### config.mk
export PLATFORM = sky130hd
export DESIGN_NAME = fifo_rr_write_arbiter
export DESIGN_NICKNAME = d
export VERILOG_FILES = /design/src/rtl/fifo_arb_pkg.sv /design/src/rtl/rr_priority_picker.sv /design/src/rtl/fifo_rr_write_arbiter.sv
export SDC_FILE = /design/constraint.sdc
export NUM_CORES = 1
export LEC_CHECK = 0
export ABC_AREA = 1
export CAP_MARGIN = 25
export CORE_MARGIN = 3
export CORE_UTILIZATION = 43
export DETAILED_ROUTE_END_ITERATION = 16
export PLACE_DENSITY = 0.82
export SYNTH_ARGS = -nofsm -noshare
export SYNTH_HDL_FRONTEND = slang
export SYNTH_HIERARCHICAL = 1
export SYNTH_SLANG_ARGS = --single-unit
export TNS_END_PERCENT = 5
### constraint.sdc
create_clock -name clk -period 7 [get_ports clk]
set_input_delay 1.75 -clock clk [delete_from_list [all_inputs] [get_ports clk]]
set_output_delay 1.75 -clock clk [all_outputs]
set_load 0.02 [all_outputs]
### src/rtl/fifo_arb_pkg.sv
// Shared types and helpers for the round-robin FIFO write arbiter.
package fifo_arb_pkg;

  typedef enum logic {
    IDLE  = 1'b0,
    BURST = 1'b1
  } arb_state_e;

  // Modular increment: n-1 wraps to 0.
  function automatic int next_idx(input int idx, input int n);
    return (idx + 1 >= n) ? 0 : idx + 1;
  endfunction

endpackage

### src/rtl/rr_priority_picker.sv
// Combinational rotate-and-pick: first asserted request at or after ptr, modulo NUM_REQ.
// Zero latency; no state, no backpressure.
module rr_priority_picker
  import fifo_arb_pkg::*;
#(
  parameter int NUM_REQ = 4,
  parameter int IDX_W   = $clog2(NUM_REQ)
) (
  input  logic [NUM_REQ-1:0] req,
  input  logic [IDX_W-1:0]   ptr,
  output logic               found,
  output logic [IDX_W-1:0]   idx
);

  int cur;

  always_comb begin
    found = 1'b0;
    idx   = '0;
    cur   = int'(ptr);
    for (int k = 0; k < NUM_REQ; k++) begin
      if (!found && req[IDX_W'(cur)]) begin
        found = 1'b1;
        idx   = IDX_W'(cur);
      end
      cur = next_idx(cur, NUM_REQ);
    end
  end

endmodule

### src/rtl/fifo_rr_write_arbiter.sv
// Round-robin share of one FIFO write port among NUM_REQ valid/ready producers, bursts up to MAX_BURST.
// Zero latency (beat written on the accepting edge); fifo_full drops every req_ready and stalls the owner in place.
module fifo_rr_write_arbiter
  import fifo_arb_pkg::*;
#(
  parameter int NUM_REQ    = 4,
  parameter int DATA_WIDTH = 8,
  parameter int MAX_BURST  = 4
) (
  input  logic                          clk,
  input  logic                          rst_n,
  input  logic [NUM_REQ-1:0]            req_valid,
  input  logic [NUM_REQ*DATA_WIDTH-1:0] req_data,
  output logic [NUM_REQ-1:0]            req_ready,
  input  logic                          fifo_full,
  output logic                          fifo_w_en,
  output logic [DATA_WIDTH-1:0]         fifo_data_in,
  output logic                          grant_active,
  output logic [$clog2(NUM_REQ)-1:0]    grant_id
);

  localparam int IDX_W = $clog2(NUM_REQ);
  localparam int CNT_W = $clog2(MAX_BURST + 1);

  arb_state_e       state, state_nxt;
  logic [IDX_W-1:0] owner, owner_nxt;
  logic [IDX_W-1:0] rr_ptr, rr_ptr_nxt;
  logic [CNT_W-1:0] beat_cnt, beat_cnt_nxt;
  logic [IDX_W-1:0] pick_idx, sel;
  logic             pick_found, sel_vld, sel_req_vld, grant_ok, xfer, last_beat;

  rr_priority_picker #(
    .NUM_REQ (NUM_REQ),
    .IDX_W   (IDX_W)
  ) u_picker (
    .req   (req_valid),
    .ptr   (rr_ptr),
    .found (pick_found),
    .idx   (pick_idx)
  );

  always_comb begin
    sel_vld      = (state == BURST) || pick_found;
    sel          = (state == BURST) ? owner : pick_idx;
    grant_ok     = rst_n && sel_vld && !fifo_full;
    sel_req_vld  = 1'b0;
    req_ready    = '0;
    fifo_data_in = '0;
    for (int i = 0; i < NUM_REQ; i++) begin
      if (sel_vld && (sel == IDX_W'(i))) begin
        sel_req_vld  = req_valid[i];
        req_ready[i] = grant_ok;
        fifo_data_in = req_data[i*DATA_WIDTH +: DATA_WIDTH];
      end
    end
    xfer      = grant_ok && sel_req_vld;
    fifo_w_en = xfer;
  end

  assign last_beat = (32'(beat_cnt) + 32'd1 == 32'(MAX_BURST));

  always_comb begin
    state_nxt    = state;
    owner_nxt    = owner;
    rr_ptr_nxt   = rr_ptr;
    beat_cnt_nxt = beat_cnt;
    case (state)
      IDLE: begin
        if (xfer) begin
          if (MAX_BURST == 1) begin
            rr_ptr_nxt = IDX_W'(next_idx(int'(sel), NUM_REQ));
          end else begin
            state_nxt    = BURST;
            owner_nxt    = sel;
            beat_cnt_nxt = CNT_W'(1);
          end
        end
      end
      BURST: begin
        // Owner going idle releases the port at once, costing one empty cycle.
        if (!sel_req_vld || (xfer && last_beat)) begin
          state_nxt    = IDLE;
          rr_ptr_nxt   = IDX_W'(next_idx(int'(owner), NUM_REQ));
          beat_cnt_nxt = '0;
        end else if (xfer) begin
          beat_cnt_nxt = beat_cnt + CNT_W'(1);
        end
      end
      default: state_nxt = IDLE;
    endcase
  end

  always_ff @(posedge clk) begin
    if (!rst_n) begin
      state    <= IDLE;
      owner    <= '0;
      rr_ptr   <= '0;
      beat_cnt <= '0;
    end else begin
      state    <= state_nxt;
      owner    <= owner_nxt;
      rr_ptr   <= rr_ptr_nxt;
      beat_cnt <= beat_cnt_nxt;
    end
  end

  assign grant_active = (state == BURST);
  assign grant_id     = owner;

endmodule

==> CHANGELOG.md, run 1 <==
## Implementation

- Combinational power: 0.000378 W
- Slew headroom: 50.4%
- Die height: 59.9 microns
- Synthesized area: 1250 sq um
- Critical path cell sequence: clkdlybuf4s50_1 -> inv_1 -> nand2_1 -> o21ai_0 -> nand2_1 -> nand2_1 -> nand2_1 -> nor2_2 -> nand3_1 -> nand2_1 -> inv_1 -> o21ai_4 -> nor2_1 -> inv_1 -> o22ai_1 -> a31oi_1 -> clkdlybuf4s50_1
- Die width: 59.9 microns
- Clk root buf: clkbuf_4
- Setup bufs post-CTS: 0
- Post-layout net count: 295
- Final Wtd Congestion: 0.913
- Setup CP Type: primary input to output pin
- FMAX: 154 MHz
- Residual DRC: 0
- Wl on met1: 1.62 mm
- Crit path max fanout: 16
- GR Overflow Total: 0
- End of the worst hold path: rr_ptr[1]
- Outcome: finished clean
- Share of cells above drive strength 1: 14.5%
- Die footprint: 3580 sq um
- Power Total: 0.000481 W
- Flip-flops with a built-in enable: 0
- Comb power frac: 78.7%
- Syn-to-layout area delta: 44.4%
- Initial DRC Count: 96
- Crit path time final: 6.48 ns
- Area leader, netlist: nand2_1
- Final clock-cell share: 1.25%
- Post-route setup TNS: 0 ns
- Most common cell in the netlist: nand2_1
- Vias: 1471
- Final worst slack: 0.518 ns
- Hold path cells: 2
- Global Route Usage Sum: 20.7%
- Flops after synth: 8
- Yosys synthesis warning count: 6
- Async set or reset register ratio after synthesis: 0%
- Non-clk bufs: 54
- Switching component of the power: 0.000248 W
- Buf/Inv on CP: 5
- Slew @ Worst Pin: 0.744 ns
- Met3 global-route usage: 3.46%
- Uppermost layer routed: met4
- Switch share: 51.7%
- Largest net degree at the start of global routing: 19
- Nonclk inv count: 27
- Layout fillers: 246
- Final WL: 3.60 mm
- Worst reg2reg path endpoint: beat_cnt[2]
- CTS tree: done
- CORE AREA: 2610 sq um
- YS chip area: 1250 sq um
- Final worst-path cycle share: 92.6%
- Place WS: 0.526 ns
- Leakage: 0.757 nW
- PwrDens: 267 nW/um^2
- R2R Path Start: rr_ptr[0]
- Hold buffers post-CTS: 0
- Top Layout Cells: clkdlybuf4s50_1 (54), nand2_1 (43), nand3_1 (31)
- Avg Cell Area, Syn: 6.33 sq um
- Final Hold Viols: 0
- Post-Syn Nets: 241
- Worst setup SP type: primary input
- Seq pwr share: 14.3%
- Initial antenna violation count: 0
- Distinct lib cells: 31
- Final setup viols: 0
- Top power group: combinational logic
- Worst path depth: 17
- Core utilization at floorplan: 47.7%
- Logic area: 937 sq um
- Buffering overhead: 30.0%
- Most instantiated logic cell after routing: clkdlybuf4s50_1
- Met3 routed WL: 389 microns
- Top-area cell share: 12.9%
-- run 1: cells by family after synthesis --
group	count (synthesis)	synth area share [%]
adder cells (fa/ha/maj)	5	5.02
AND-OR/OR-AND	27	13.7
buffers and inverters	32	12.0
XOR/XNOR	1	0.702
flip-flops	8	12.8
AND/OR/NAND/NOR	124	55.7
-- run 1: sequential cells by signal, summed over array words and instances (netlist names) --
register	count
beat_cnt	3
grant_id	2
rr_ptr	2
grant_active	1
-- run 1: per-stage QoR --
step	utilization [%]	hold WS [ns]	std cells
finish	69.0	0.503	279
global route	69.0	0.531	279
CTS	69.0	0.511	279
detailed placement	68.1	0.504	276
global placement	68.1	0.502	276
floorplan	-	0.469	197
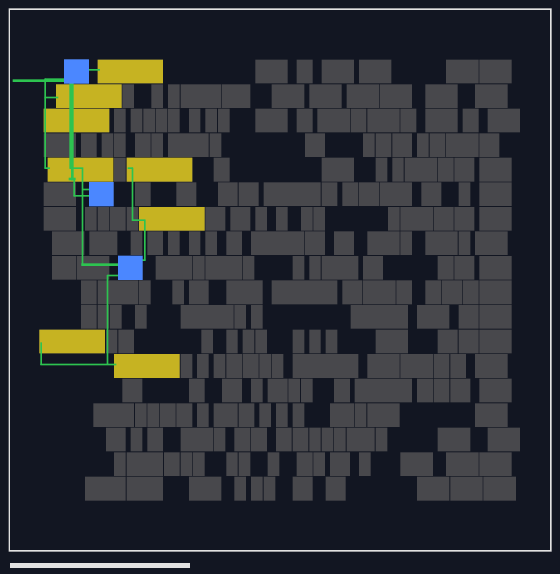
run_1/clock_wires.png
Bar = 20 microns.
[flip-flops] yellow | count: 8
[clock wires] green | length: 104 microns
[clock-net drivers] blue | count: 3
routed clock nets: 4
clock skew: 0.00863 ns
P_clk: 0.0000338 W
clk_lat worst skew: 0.25 ns

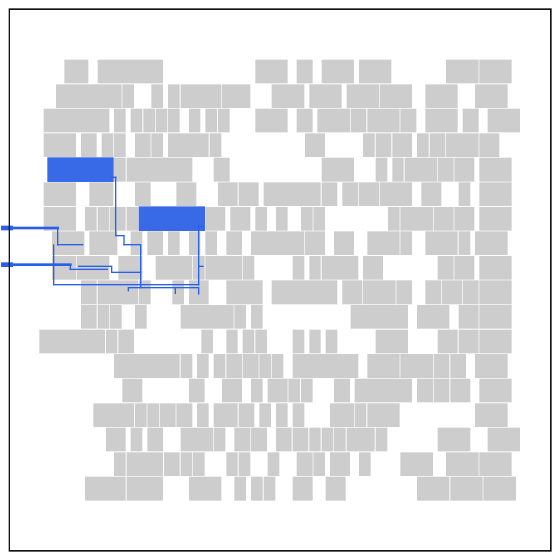
run_1/port_trees.png
[grant_id] blue | direction: output | edge: west | end cells: 2 | buffers: 2 | wire: 80.7 microns
io pins: 55
Port Buffers: 54

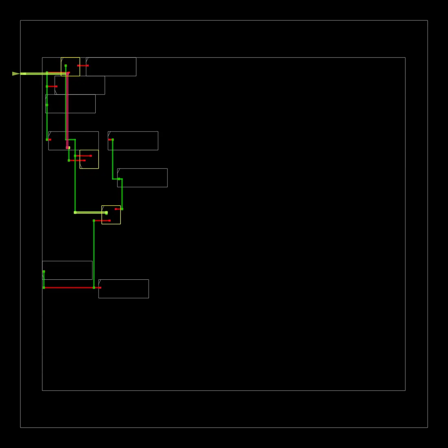
run_1/clock_nets.png
clk sinks: 8
CTS Buf Count: 3
Clock buffer cells: 3

--- run 2 (diff from run 1) ---
--- a/config.mk
+++ b/config.mk
@@ -10,7 +10,7 @@
 export CORE_MARGIN = 3
 export CORE_UTILIZATION = 43
 export DETAILED_ROUTE_END_ITERATION = 16
-export PLACE_DENSITY = 0.82
+export DONT_BUFFER_PORTS = 1
 export SYNTH_ARGS = -nofsm -noshare
 export SYNTH_HDL_FRONTEND = slang
 export SYNTH_HIERARCHICAL = 1
==> CHANGELOG.md, run 2 <==
## Implementation

- Mux area share: 0% (unchanged)
- Leakage: 0.550 nW (-27%)
- Most common cell in the netlist: nand2_1
- Yosys synthesis warning count: 6 (unchanged)
- Placed Cells: 222 (-20%)
- FMAX: 180 MHz (+17%)
- Die footprint: 3580 sq um (unchanged)
- Buf/Inv on CP: 3 (-2)
- Max reg flops: 3 (unchanged)
- PwrDens: 303 nW/um^2 (+14%)
- WHS: 0.520 ns (+0.0165 ns)
- Initial antenna violation count: 0 (unchanged)
- CORE AREA: 2610 sq um (unchanged)
- Combinational power: 0.000277 W (-27%)
- Io pins: 55 (unchanged)
- Top Layout Cells: nand2_1 (43), nand3_1 (31), inv_1 (20)
- Die width: 59.9 microns (unchanged)
- Crit path time final: 5.55 ns (-0.929 ns)
- YS chip area: 1250 sq um (unchanged)
- Critical path cell sequence: inv_1 -> nand2_1 -> o21ai_0 -> nand2_1 -> nand2_1 -> nand2_1 -> nor2_2 -> nand3_1 -> nand2_1 -> inv_1 -> o21ai_4 -> nor2_1 -> inv_1 -> o22ai_1 -> a31oi_1
- Share of cells above drive strength 1: 18.5% (+4.0 points)
- Distinct lib cells: 31 (unchanged)
- Cell Rows: 18
- Final worst-path cycle share: 79.3% (-13 points)
- Die height: 59.9 microns (unchanged)
- Largest net degree at the start of global routing: 19 (unchanged)
- Clk sinks: 8 (unchanged)
- Clk_lat worst skew: 0.25 ns (about the same)
- Slew @ Worst Pin: 0.947 ns (+0.204 ns)
- Yosys adder share: 5.02% (unchanged)
- Residual DRC: 0 (unchanged)
- Area leader, netlist: nand2_1
- Initial DRC Count: 47 (-51%)
- Outcome: finished clean
- Buffering overhead: 0% (-30 points)
- Top-area cell share: 12.9% (unchanged)
- Post-synthesis simple-gate area fraction: 55.7% (unchanged)
- Fin util: 48.3% (-21 points)
- Final setup viols: 0 (unchanged)
- Hold buffers post-CTS: 0 (unchanged)
- Setup CP Type: primary input to output pin
- Nonclk inv count: 27 (unchanged)
- CTS tree: done
- Layout fillers: 278 (+13%)
- Post-layout net count: 241 (-18%)
- Flops after synth: 8 (unchanged)
- Comb power frac: 72.4% (-6.3 points)
- Final clock-cell share: 1.79% (+0.54 points)
- Top power group: combinational logic
- Seq pwr share: 18.8% (+4.5 points)
- Switching component of the power: 0.000229 W (-7.9%)
- Final worst slack: 1.45 ns (+0.929 ns)
- Async set or reset register ratio after synthesis: 0% (unchanged)
- Post-route setup TNS: 0 ns (unchanged)
- Power Total: 0.000383 W (-20%)
- Worst setup SP type: primary input
- Post-Syn Nets: 241 (unchanged)
- Yosys xor share: 0.702% (unchanged)
- Crit path max fanout: 16 (unchanged)
- Layout Cells excl Fill: 225 (-19%)
- Non-clk bufs: 0 (-100%)
- Final Hold Viols: 0 (unchanged)
- Avg Cell Area, Syn: 6.33 sq um (unchanged)
- Place WS: 1.45 ns (+0.928 ns)
- Logic area: 937 sq um (unchanged)
- Final Wtd Congestion: 0.814 (-11%)
- Core utilization at floorplan: 47.7% (unchanged)
- Slew headroom: 36.3% (-14 points)
- Biggest register: beat_cnt
- Synth logic family: simple AND/OR/NAND/NOR gates
-- run 2: cell counts after synthesis --
Identical to the previous run, type by type.
-- run 2: routing by layer --
layer | share of wire [%] | global-route usage [%] | vias up | routed length (microns)
met3 | 7.0 | 2.59 | 2 | 203
met2 | 49 | 25.2 | 51 | 1420
met5 | 0 | 0 | - | 0
met4 | 0.51 | 8.23 | 0 | 15
met1 | 44 | 20.9 | 578 | 1280
li1 | - | - | 659 | -
-- run 2: worst paths after layout --
path	from	end	slack, ns	cells after the start
min reg2reg	rr_ptr[1]	rr_ptr[1]	0.52	2
max	req_valid[0]	fifo_data_in[3]	1.45	15
max reg2reg	rr_ptr[0]	beat_cnt[2]	3.82	21
min	rr_ptr[1]	rr_ptr[1]	0.52	2
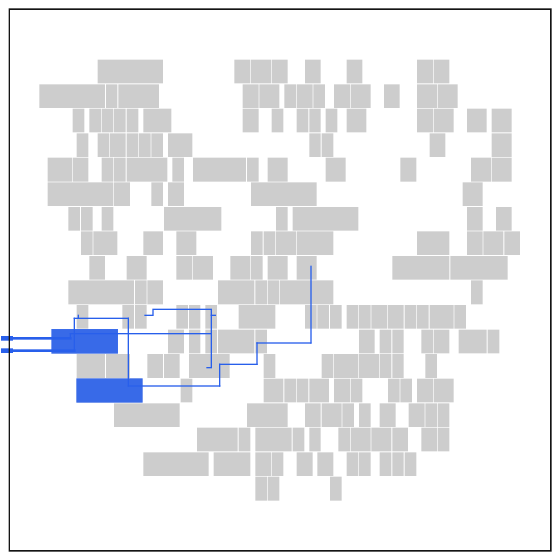
run_2/port_trees.png
[grant_id] blue | direction: output | edge: west | end cells: 2 | buffers: 0 | wire: 95.3 microns
Port Buffers: 0

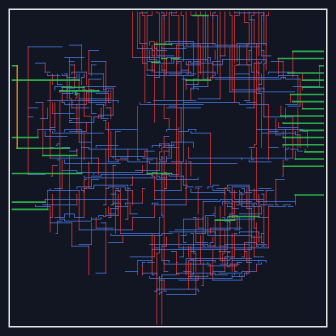
run_2/layers.png
[M1] blue | wire length: 1280 microns
[M4] orange | wire length: 15.6 microns
[M2] red | wire length: 1420 microns
[M3] green | wire length: 203 microns
Vias: 1290
Global Route Usage Sum: 16.0%
final WL: 2.92 mm
WL per Instance: 13.0 microns

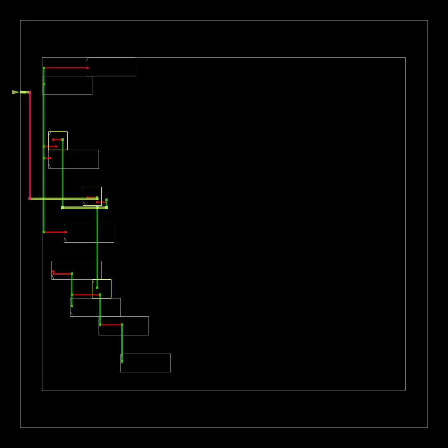
run_2/clock_nets.png
P_clk: 0.0000339 W
flip-flops: 8
clock skew: 0.00111 ns

--- run 3 (diff from run 2) ---
==> constraint.sdc (replaced) <==
create_clock -name clk -period 5.55 [get_ports clk]
set_input_delay 1.3875 -clock clk [delete_from_list [all_inputs] [get_ports clk]]
set_output_delay 1.3875 -clock clk [all_outputs]
set_load 0.02 [all_outputs]
==> CHANGELOG.md, run 3 <==
## Implementation

- Outcome: finished clean
- Place WS: 0.754 ns (-0.699 ns)
- CP endpoint: fifo_data_in[3]
- Share of cells above drive strength 1: 19.3% (+0.83 points)
- Top cells, area: nand2_1 (13%), dfxtp_1 (13%), nand3_1 (12%), inv_1 (6.0%), nor2_1 (5.1%)
- Power Total: 0.000490 W (+28%)
- Clock transition at path regs: 0.05 ns
- Leakage: 0.561 nW (+1.9%)
- Top power group: combinational logic
- Yosys xor share: 0.702% (unchanged)
- Slew @ Worst Pin: 0.897 ns (-0.0502 ns)
- Yosys adder share: 5.02% (unchanged)
- Die height: 59.9 microns (unchanged)
- Flops after synth: 8 (unchanged)
- Global Route Usage Sum: 16.1% (+0.10 points)
- YS chip area: 1250 sq um (unchanged)
- Crit path time final: 4.89 ns
- Clk sinks: 8 (unchanged)
- Io pins: 55 (unchanged)
- Port Buffers: 0 (unchanged)
- Post-DP HPWL: 2.47 mm
- Final worst slack: 0.661 ns (-0.786 ns)
- FMAX: 205 MHz
- Internal reg-to-reg setup slack: 2.32 ns (-1.50 ns)
- Area leader, netlist: nand2_1
- Crit path max fanout: 16 (unchanged)
- Yosys synthesis warning count: 6 (unchanged)
- Max reg flops: 3 (unchanged)
- Placed Cells: 224 (+0.90%)
- Die footprint: 3580 sq um (unchanged)
- Seq pwr share: 18.4% (-0.4 points)
- Final Hold Viols: 0 (unchanged)
- Async set or reset register ratio after synthesis: 0% (unchanged)
- Cell Rows: 18 (unchanged)
- Layout Cells excl Fill: 227 (+0.89%)
- Combinational power: 0.000356 W (+29%)
- Final Wtd Congestion: 0.799 (-1.9%)
- Final worst-path cycle share: 88.1%
- End of the worst hold path: rr_ptr[1]
- CP Data Required Time: 4.16 ns
- Avg Cell Area, Syn: 6.33 sq um (unchanged)
- Slew headroom: 40.1% (+3.8 points)
- Critical path cell sequence: inv_4 -> ha_1 -> inv_1 -> nand2_1 -> nand3_1 -> nand2_1 -> nand2_2 -> nor2_2 -> nand3_1 -> nand2_1 -> inv_1 -> o21ai_4 -> nor2_1 -> inv_1 -> o22ai_1 -> a31oi_1
- Biggest register: beat_cnt
- WHS: 0.509 ns (-0.0109 ns)
- R2R cell count: 21 (unchanged)
- Worst reg2reg path endpoint: beat_cnt[2]
- Setup CP Type: register to output pin
- Post-route setup TNS: 0 ns (unchanged)
- Hold buffers post-CTS: 0 (unchanged)
- Post-Syn Nets: 241 (unchanged)
- R2R Path Start: rr_ptr[0]
- Worst setup startpoint: rr_ptr[0]
- Largest net degree at the start of global routing: 19 (unchanged)
- Final setup viols: 0 (unchanged)
- Worst setup SP type: register
- Initial DRC Count: 74 (+57%)
- Initial antenna violation count: 0 (unchanged)
- Synth logic family: simple AND/OR/NAND/NOR gates
- Setup crit end kind: output pin
- Core utilization at floorplan: 47.7% (unchanged)
- Residual DRC: 0 (unchanged)
- CTS tree: done
- PwrDens: 384 nW/um^2 (+26%)
- Syn-to-layout area delta: 2.31%
- Most instantiated logic cell after routing: nand2_1
- Most common cell in the netlist: nand2_1
- Die width: 59.9 microns (unchanged)
- Layout fillers: 290 (+4.3%)
- Distinct lib cells: 31 (unchanged)
- Post-layout net count: 243 (+0.83%)
- Hold wc startpoint: rr_ptr[1]
- Top Layout Cells: nand2_1 (43), nand3_1 (31), inv_1 (20)
- Switching component of the power: 0.000293 W (+28%)
- CORE AREA: 2610 sq um (unchanged)
- Crit path max-delay family: AND-OR/OR-AND gates
- Mux area share: 0% (unchanged)
- Fin util: 48.9% (+0.57 points)
- Worst path depth: 16 (+1)
[run 3: cell counts after synthesis]
Identical to the previous run, type by type.
[run 3: area by class of cell]
type                    count  area, sq um  share of cell area (%)
clock buffers               3         22.5                    1.76
flip-flops and latches      8          160                    12.5
well taps                  30         37.5                    2.94
repair buffers              2         15.0                    1.18
inverters                  27          104                    8.14
multi-input cells         157          937                    73.4
[run 3: layer usage]
| metal | GRT usage (%) | vias up | share of wire, % |
|---|---|---|---|
| met2 | 26.4 | 42 | 48 |
| met4 | 8.54 | 0 | 1.7 |
| met3 | 1.94 | 5 | 6.6 |
| met1 | 20.4 | 577 | 44 |
| li1 | - | 670 | - |
| met5 | 0 | - | 0 |
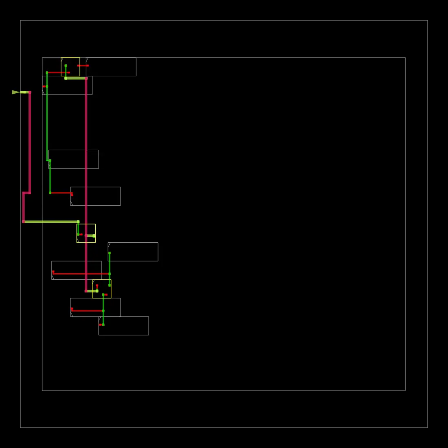
run_3/clock_nets.png
clock skew: 0.000267 ns
P_clk: 0.0000432 W

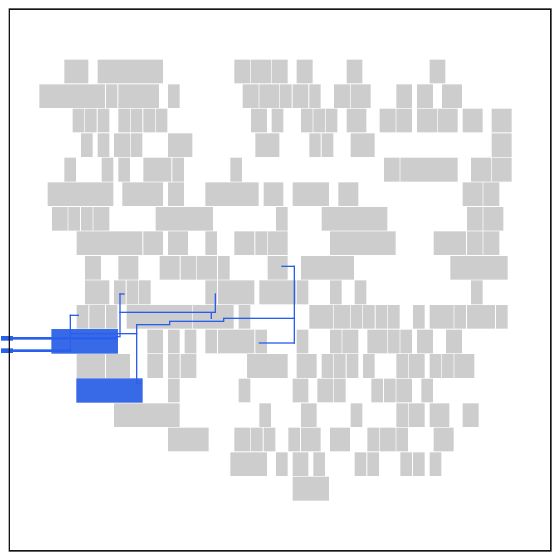
run_3/port_trees.png
[grant_id] blue | direction: output | edge: west | end cells: 2 | buffers: 0 | wire: 87.7 microns

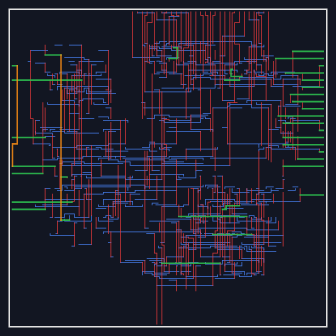
run_3/layers.png
final WL: 3.02 mm
WL per Instance: 13.3 microns
Vias: 1294


==> layout pictures side by side <==
Gate-type map.
picture 1
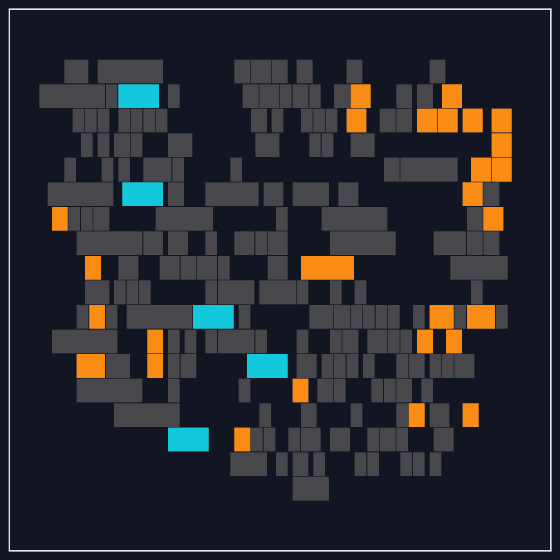
picture 2
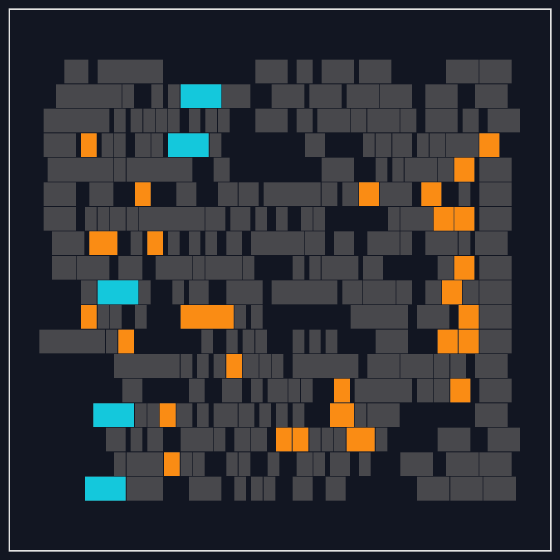
- run 1 = picture 2
- run 3 = picture 1
The one with the most cells is picture 2.

Key to picture 2:
[aoi and oai cells] orange | cells: 27
[fa/ha/maj cells] cyan | cells: 5

Power figures rest on the tool's default switching activity, not on a simulated workload.
